**Met1 routing**

Supply wires on this layer in grey.
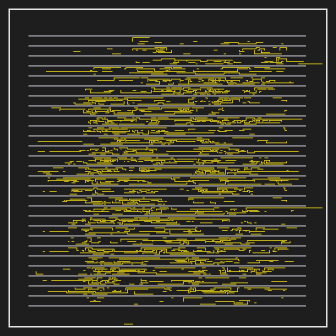
**Nets reached from selected ports**

Bar = 20 um.
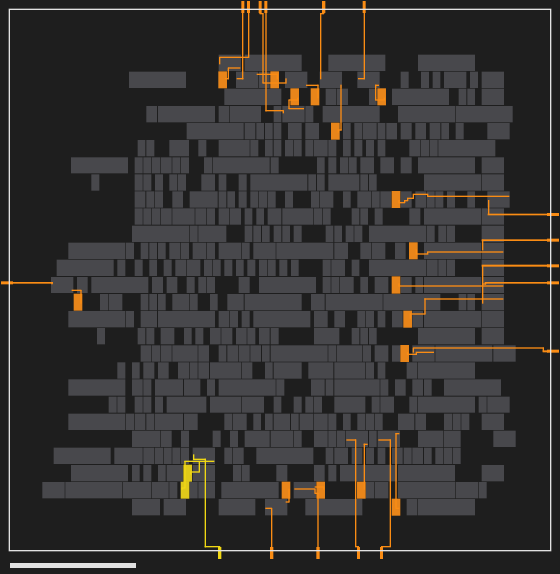
## src/rtl/echo_width_meter_pkg.sv

```systemverilog
// Shared definitions for the echo width meter: FSM state encoding and default
// counter width, kept in step with the timeout waiter.
package echo_width_meter_pkg;

  localparam int unsigned CNT_LEN_DEF = 16;

  typedef enum logic [1:0] {
    IDLE      = 2'd0,
    ARMED     = 2'd1,
    MEASURING = 2'd2,
    DONE      = 2'd3
  } state_e;

endpackage

```

## src/rtl/echo_width_meter_sync.sv

```systemverilog
// echo_sync_filter: brings the asynchronous echo into the clk domain and, when
// ECHO_GLITCH_FILTER_EN is defined, rejects pulses/gaps shorter than FILTER_LEN.
// Both edges see the same latency, so measured widths are unaffected.
module echo_sync_filter #(
  parameter int unsigned SYNC_STAGES = 2,
  parameter int unsigned FILTER_LEN  = 4
) (
  input  logic clk,
  input  logic rst,
  input  logic echo_i,
  output logic echo_f_o
);

  logic [SYNC_STAGES-1:0] sync_q;
  logic                   echo_s;

  // Synchroniser shift chain; the last stage is the clean echo_s.
  always_ff @(posedge clk or posedge rst) begin
    if (rst) sync_q <= '0;
    else     sync_q <= {sync_q[SYNC_STAGES-2:0], echo_i};
  end

  assign echo_s = sync_q[SYNC_STAGES-1];

`ifdef ECHO_GLITCH_FILTER_EN
  localparam int unsigned FW = $clog2(FILTER_LEN + 1);

  logic [FW-1:0] run_q, run_d;
  logic          filt_q, filt_d;

  // Count consecutive cycles where echo_s disagrees with the filtered level;
  // flip the level on the FILTER_LEN-th such cycle.
  always_comb begin
    run_d  = '0;
    filt_d = filt_q;
    if (echo_s != filt_q) begin
      if (run_q == FW'(FILTER_LEN - 1)) begin
        filt_d = echo_s;
        run_d  = '0;
      end else begin
        run_d = run_q + FW'(1);
      end
    end
  end

  // Filter state register.
  always_ff @(posedge clk or posedge rst) begin
    if (rst) begin
      run_q  <= '0;
      filt_q <= 1'b0;
    end else begin
      run_q  <= run_d;
      filt_q <= filt_d;
    end
  end

  assign echo_f_o = filt_q;
`else
  // Filter length only matters when the filter is built.
  if (FILTER_LEN == 0) begin : g_no_filter
  end

  assign echo_f_o = echo_s;
`endif

endmodule

```

## src/rtl/echo_width_meter.sv

```systemverilog
// echo_width_meter: armed by start, waits for a rising edge on echo, then
// counts its high time in clk cycles. max_count bounds both the wait and the
// measurement. Optional glitch filter: define ECHO_GLITCH_FILTER_EN.
module echo_width_meter
  import echo_width_meter_pkg::*;
#(
  parameter int unsigned CNT_LEN     = CNT_LEN_DEF,
  parameter int unsigned SYNC_STAGES = 2,
  parameter int unsigned FILTER_LEN  = 4
) (
  input  logic               clk,
  input  logic               rst,
  input  logic               start,
  input  logic [CNT_LEN-1:0] max_count,
  input  logic               echo,
  output logic               busy,
  output logic               valid,
  output logic [CNT_LEN-1:0] width,
  output logic               overflow
);

  state_e             state_q, state_d;
  logic [CNT_LEN-1:0] lim_q, lim_d;
  logic [CNT_LEN-1:0] cnt_q, cnt_d;
  logic [CNT_LEN-1:0] width_q, width_d;
  logic               ovf_q, ovf_d;
  logic               echo_f, echo_f_d_q, rise;

  echo_sync_filter #(
    .SYNC_STAGES(SYNC_STAGES),
    .FILTER_LEN (FILTER_LEN)
  ) u_sync (
    .clk     (clk),
    .rst     (rst),
    .echo_i  (echo),
    .echo_f_o(echo_f)
  );

  assign rise = echo_f & ~echo_f_d_q;

  // Next state, counters and result registers.
  always_comb begin
    state_d = state_q;
    lim_d   = lim_q;
    cnt_d   = cnt_q;
    width_d = width_q;
    ovf_d   = ovf_q;
    unique case (state_q)
      IDLE: begin
        if (start) begin
          state_d = ARMED;
          lim_d   = max_count;
          cnt_d   = '0;
          width_d = '0;
          ovf_d   = 1'b0;
        end
      end
      ARMED: begin
        // A zero limit times out immediately, even if an edge arrives.
        if (lim_q == '0) begin
          state_d = DONE;
          ovf_d   = 1'b1;
          width_d = '0;
        end else if (rise) begin
          state_d = MEASURING;
          cnt_d   = CNT_LEN'(1);
        end else if (cnt_q == lim_q) begin
          state_d = DONE;
          ovf_d   = 1'b1;
          width_d = '0;
        end else begin
          cnt_d = cnt_q + CNT_LEN'(1);
        end
      end
      MEASURING: begin
        if (!echo_f) begin
          state_d = DONE;
          width_d = cnt_q;
        end else if (cnt_q == lim_q) begin
          state_d = DONE;
          width_d = lim_q;
          ovf_d   = 1'b1;
        end else begin
          cnt_d = cnt_q + CNT_LEN'(1);
        end
      end
      DONE:    state_d = IDLE;
      default: state_d = IDLE;
    endcase
  end

  // State, counter and edge-detect registers.
  always_ff @(posedge clk or posedge rst) begin
    if (rst) begin
      state_q    <= IDLE;
      lim_q      <= '0;
      cnt_q      <= '0;
      width_q    <= '0;
      ovf_q      <= 1'b0;
      echo_f_d_q <= 1'b0;
    end else begin
      state_q    <= state_d;
      lim_q      <= lim_d;
      cnt_q      <= cnt_d;
      width_q    <= width_d;
      ovf_q      <= ovf_d;
      echo_f_d_q <= echo_f;
    end
  end

  assign busy     = (state_q != IDLE);
  assign valid    = (state_q == DONE);
  assign width    = width_q;
  assign overflow = ovf_q;

endmodule
```

## config.mk

```make
export PLATFORM = sky130hd
export DESIGN_NAME = echo_width_meter
export DESIGN_NICKNAME = d
export VERILOG_FILES = /design/src/rtl/echo_width_meter_pkg.sv /design/src/rtl/echo_width_meter_sync.sv /design/src/rtl/echo_width_meter.sv
export SDC_FILE = /design/constraint.sdc
export NUM_CORES = 1
export LEC_CHECK = 0
export ABC_AREA = 1
export CORE_MARGIN = 5
export CORE_UTILIZATION = 55
export DETAILED_ROUTE_END_ITERATION = 7
export HOLD_SLACK_MARGIN = 0.05
export MAX_ROUTING_LAYER = met4
export PLACE_DENSITY_LB_ADDON = 0.3
export SYNTH_ARGS = -nofsm -noshare
export SYNTH_HDL_FRONTEND = slang
export SYNTH_SLANG_ARGS = --single-unit
```

## constraint.sdc

```tcl
create_clock -name clk -period 2.4 [get_ports clk]
set_clock_uncertainty 0.2 [all_clocks]
set_input_delay 0.24 -clock clk [delete_from_list [all_inputs] [get_ports clk]]
set_output_delay 0.24 -clock clk [all_outputs]
set_load 0.02 [all_outputs]
```

==> flow_metrics.env <==
# physical design summary
export IMPL_yosys_top_cells_count="136 x nand2_1, 54 x dfrtp_1, 51 x nor2_1, 34 x inv_1, 29 x nand3_1"
export IMPL_tightest_slew_ps=499
export IMPL_ctsHoldBuffers=0
export IMPL_gp_congestion=0.939
export IMPL_seq_area_frac_synth_pct=42.6
export IMPL_timing_fmax_mhz=455
export IMPL_final_nets=501
export IMPL_cts_buffer_depth=2
export IMPL_grt_use_total_pct=22.7
export IMPL_required_ps=2440
export IMPL_rows=27
export IMPL_post_synth_top_count_cell="nand2_1"
export IMPL_first_global_vias=2829
export IMPL_reg2reg_from="state_q[0]"
export IMPL_diodes=0
export IMPL_synth_area_top_cells="dfrtp_1 43%, nand2_1 16%, nor2_1 6.0%"
export IMPL_yosysUniqueCellTypes=32
export IMPL_hp_class="primary input to asynchronous set/reset pin"
export IMPL_vias_per_cell=5.42
export IMPL_die_w_um=85.9
export IMPL_tns_ps=0
export IMPL_cts_tree="done"
export IMPL_drive_above_1_share_pct=13.1
export IMPL_clk_pin_slew_ps=90
export IMPL_root_buffer="clkbuf_8"
export IMPL_final_util_pct=67.4
export IMPL_dp_hpwl_um=5800
export IMPL_busiest_layer="met2"
export IMPL_worstPathArrival_ps=2240
export IMPL_clock_sinks=54
export IMPL_antenna_found_initial=0
export IMPL_netlist_area_leader_share_pct=42.6
export IMPL_num_fill_cells=472
export IMPL_fp_dieH_um=85.9
export IMPL_run_status="complete, no violations"
export IMPL_powerDensity_mw_per_mm2=931
export IMPL_flop_cell="dfrtp_1"
export IMPL_fp_nets=460
export IMPL_min_period_ps=2200
export IMPL_yosys_cells=433
export IMPL_syn2layout_area_growth_pct=17.8
export IMPL_ys_warnings_count=0
export IMPL_met3_usage_pct=4.32
export IMPL_cap_viol_max_count=0
export IMPL_first_iter_violations=204
export IMPL_cp_startpoint="state_q[0]"
export IMPL_p_leak_nw=1.88
export IMPL_die_area_mm2=0.00738
export IMPL_grt_max_degree=33
-- 'met1 routing' (at the start) --
share of all routed wire	43%
wire length on this layer	3230 um
Routed WL: 7550 um
met1 GRT Util: 29.5%
vias: 2965

-- 'nets reached from selected ports' (at the start) --
colour	port	bits	direction	end cells	buffers	wire
orange	max_count	16	input	16	16	353 um
yellow	start	1	input	2	1	31.8 um
# IOs: 39
IO buf count: 38

## state kept, by name, indices dropped and copies added (netlist names)
register / flops
width: 16
state_q: 2
echo_f_d_q: 1
overflow: 1
cnt_q: 16
u_sync.sync_q: 2
lim_q: 16
## cells by family after synthesis
kind of cell / after synthesis / share of synthesized area, %
flip-flops: 54 / 42.6
adder cells (fa/ha/maj): 7 / 2.76
buffers and inverters: 71 / 9.91
AND/OR/NAND/NOR: 247 / 34.9
AND-OR/OR-AND: 54 / 9.79
## critical path, cell delays in order, from the launching register on
cell and delay [ps]:
dfrtp_1 410, inv_1 170, ha_1 220, inv_2 40, nor2_1 230, nor2_2 90, nand3_4 140, inv_2 80
nand2_1 300, o21ai_1 130, nor2_1 120
## what timing repair did
action / CTS / global route
resized: 0 / 1
hold endpoints to repair: 0 / 0
endpoints found under the setup margin: 0 / 1
## report_power, final
group | switching, mW | total, mW | leakage, nW | internal (mW)
Sequential | 0.155 | 1.27 | 0.690 | 1.12
Combinational | 1.05 | 1.62 | 1.13 | 0.566
Clock | 0.290 | 0.582 | 0.0575 | 0.292
Total | 1.50 | 3.48 | 1.88 | 1.98
## metrics by stage
step	power, mW	area [um^2]	hold slack (ps)	instances	setup slack (ps)
after floorplan	2.50	3170	71.4	433	382
after global placement	2.83	3620	148	539	318
after detailed placement	2.89	3620	141	539	239
after CTS	3.48	3730	79.2	547	216
after global routing	3.75	3730	121	547	6.98
final	3.48	3730	72.0	547	204
## cell type report
type                       count  area [um^2]  area share (%)
clock buffer                   8          110            2.95
inverter                      59          224            6.00
sequential                    54         1350            36.2
tap                           72         90.1            2.41
timing repair buffer          46          453            12.1
multi-input combinational    308         1510            40.3
## routing by layer
metal  vias up  share of wire (%)
met4         0                1.2
li1       1449                  -
met2       119                 48
met5         -                  0
met3        12                7.8
met1      1385                 43
No activity file was given, so power comes from the tool's default toggle rates.
